==> config.mk <==
export PLATFORM = sky130hd
export DESIGN_NAME = adder_nbits
export DESIGN_NICKNAME = d
export VERILOG_FILES = /design/src/rtl/adder_pkg.sv /design/src/rtl/full_adder_1bit.sv /design/src/rtl/adder_nbits.sv
export SDC_FILE = /design/constraint.sdc
export NUM_CORES = 1
export LEC_CHECK = 0
export CORE_MARGIN = 2
export CORE_UTILIZATION = 41
export CTS_CLUSTER_DIAMETER = 40
export DETAILED_ROUTE_END_ITERATION = 10
export GPL_TIMING_DRIVEN = 1
export HOLD_SLACK_MARGIN = 0.06
export PLACE_DENSITY = 0.78
export SYNTH_ARGS = -nofsm -noshare
export SYNTH_HDL_FRONTEND = slang
export SYNTH_SLANG_ARGS = --single-unit
==> constraint.sdc <==
create_clock -name clk_i -period 0.85 [get_ports clk_i]
set_input_delay 0.1275 -clock clk_i [delete_from_list [all_inputs] [get_ports clk_i]]
set_output_delay 0.1275 -clock clk_i [all_outputs]
set_load 0.005 [all_outputs]
m2.png
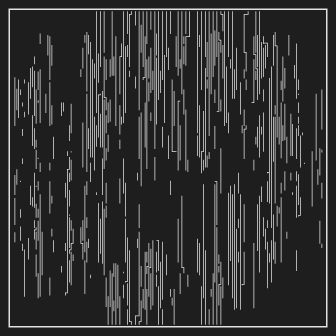
longest straight run: 38.1 µm
nets with wire on the layer: 330
wire length on this layer: 3070 µm
main direction: vertical
share of all routed wire: 59%
via total after detailed routing: 1432
global-route track usage on met2: 36.4%
Total Routed Length: 5240 µm

congestion_map.png
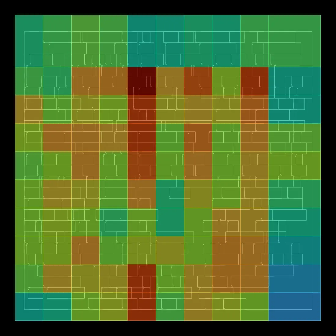
fin util: 70.4%
global routing usage summed across all routing layers: 20.2%
drt wl/cell: 16.5 µm

util_map.png
Bar = 20 µm. 7 x 7 tiles, from black (low) to pale yellow (high), 0 to 100% covered.
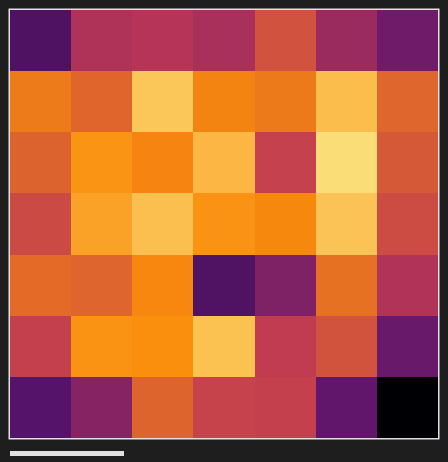
fullest tile: 93%
tiles over 75% full: 25%
emptiest ninth of the die: lower right
mean over tiles: 59%
nearly empty tiles: 2.0%
CORE AREA: 0.00479 mm²
FP Core Util: 43.0%

m1.png
Bar = 20 µm.
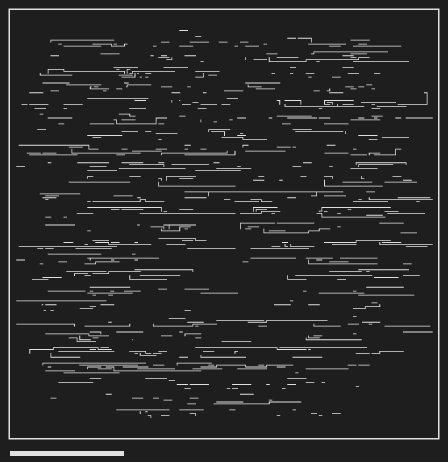
wire length on this layer: 1790 µm
main direction: horizontal
longest straight run: 27.6 µm
nets with wire on the layer: 302
share of all routed wire: 34%
met1 usage in global routing: 22.2%

==> flow_results.org <==
* Flow results

** Clock network
- CTS reports a maximum clock tree buffer depth of 2.
- CTS H-Tree Depth :: 2
- Clock network latency to the later pin of the worst-skew pair :: 0.28 ns
- Per the post-CTS timing run, clock transition at the registers of the reported paths is about 0.07 ns.
- TritonCTS reports the number of clock sinks as 34.
- The cell sitting at the root of the clock tree is a clkbuf_8.

** Synthesis
- Yosys top cell area share :: 41.4%
- Per the post-synthesis report, the nets total 213.
- Biggest area cells :: dfrtp_1, fa_1, mux2_4
- Synth Instances :: between 100 and 150
- Synthesized area per cell :: 18.2 µm²
- The chip area line in the Yosys stat output reads a little over 0.002 mm².
- Yosys cell count :: 113

** Global route
- Number of global-route vias before repair :: around 1700
- Congestion Overflow GR :: 0
- The first global-routing pass estimated 7960 µm of wire.

** Final timing
- After layout, the worst setup slack is -10.72 ns.
- RSZ-0062 raised after global routing :: yes
- Number of hold-slack violations in the final timing report :: 0
- The worst path uses 1360% of the clock period.
- Setup violators final :: 66
- Looking at the max-slew report, the worst-margin pin has a slew of 0.138 ns.
- For the finished layout, the period the worst path requires is 11.57 ns.

** Final layout
- The top cell types in the final layout, fill and taps aside, are clkdlybuf4s50_1, buf_2, dfrtp_1, fa_2, mux2_4.
- Non-filler cells in the finished layout :: 318
- The register with the most flip-flops in the layout has 32 of them.
- In the final layout, the share of cells above drive strength 1 is 56.2%.

** Worst setup path
- The required time at the worst endpoint is listed as 1.06 ns.
- Cell count of the worst reg-to-reg path :: 3
- Delay contributed by the slowest stage of the critical path :: 0.41 ns
- Worst setup path category :: input pin to flop
- The arrival time of data at the worst endpoint is listed as roughly 12 ns.
- CP endpoint kind :: flop
- Family of cells with the greatest summed delay on the critical path :: adder cells
- Kind of start point of the critical path :: input pin

** Floorplanning
- The chip occupies 0.00560 mm².
- 102 I/O pins were placed.
- The die is 74.8 µm wide.

** Flow run
- Maximum Capacitance Violations :: 0

** Worst hold path
- The worst hold path was traced through 2 stages.

** Placement
- After its last routability iteration, the placer logged a weighted congestion of between 0.7 and 0.8.
- Summing all placed instances gives a cell area of 0.00330 mm².

** Drt
- Antenna-violating nets left :: 0

** Run status
- Violated checks :: negative setup slack
- Run status :: finished with violations

** Pwr
- Total power per unit cell area :: 1760 mW/mm²
- P_int :: 4300 µW
## layer usage
layer / part of all wire [%] / GRT usage, %
met1: 34 / 22.2
met2: 59 / 36.4
met3: 6.6 / 7.10
met4: 0.55 / 6.75
met5: 0 / 0
## kinds of logic (layout without fill, tap and decap cells)
group | after synthesis | count (layout) | share of synthesized area (%)
fa+ha+maj | 32 | 32 | 31.2
compound gates | 1 | 1 | 0.243
flops | 34 | 34 | 41.4
simple gates | 1 | 1 | 0.182
mux | 32 | 32 | 22.2
buf+inv | 13 | 151 | 4.87
## final cells by class
cell class	instances	area (µm²)
multi-input cells	66	1200
well taps	67	83.8
flip-flops and latches	34	851
clock inverters	1	5.00
clock buffers	7	86.3
fillers	346	1420
inverters	9	33.8
repair buffers	134	1110
## what timing repair did
item,4_1_cts,5_1_grt
hold buffers,1,0
cloned,0,0
resized,156,0
setup buffers,13,5
pin swaps,0,0
hold endpoints to repair,1,0
endpoints found under the setup margin,67,66
## power by group through the flow
| stage | sequential [µW] | combinational, µW | clock (µW) |
|---|---|---|---|
| floorplan | 2260 | 890 | 0 |
| finish | 2210 | 2470 | 1260 |
| global placement | 2230 | 2420 | 0 |
| detailed placement | 2250 | 2520 | 0 |
| global route | 2250 | 2690 | 1390 |
| CTS | 2200 | 2420 | 1290 |
## cells in the mapped netlist (all sizes together)
| master | n |
|---|---|
| mux2 | 30 |
| buf | 4 |
| nor2 | 1 |
| mux2i | 2 |
| inv | 9 |
| fa | 32 |
| a21oi | 1 |
| dfrtp | 34 |
## stage by stage
step	setup TNS, ns	utilization (%)	setup WS [ns]	hold slack [ns]
after floorplan	-179.90	-	-10.42	-0.168
after global placement	-203.59	68.9	-11.12	0.337
after detailed placement	-207.36	68.9	-11.32	0.338
after CTS	-184.78	69.6	-10.69	0.182
after global routing	-190.25	70.4	-10.94	0.167
final	-184.89	70.4	-10.72	0.187
No activity file was given, so power comes from the tool's default toggle rates.
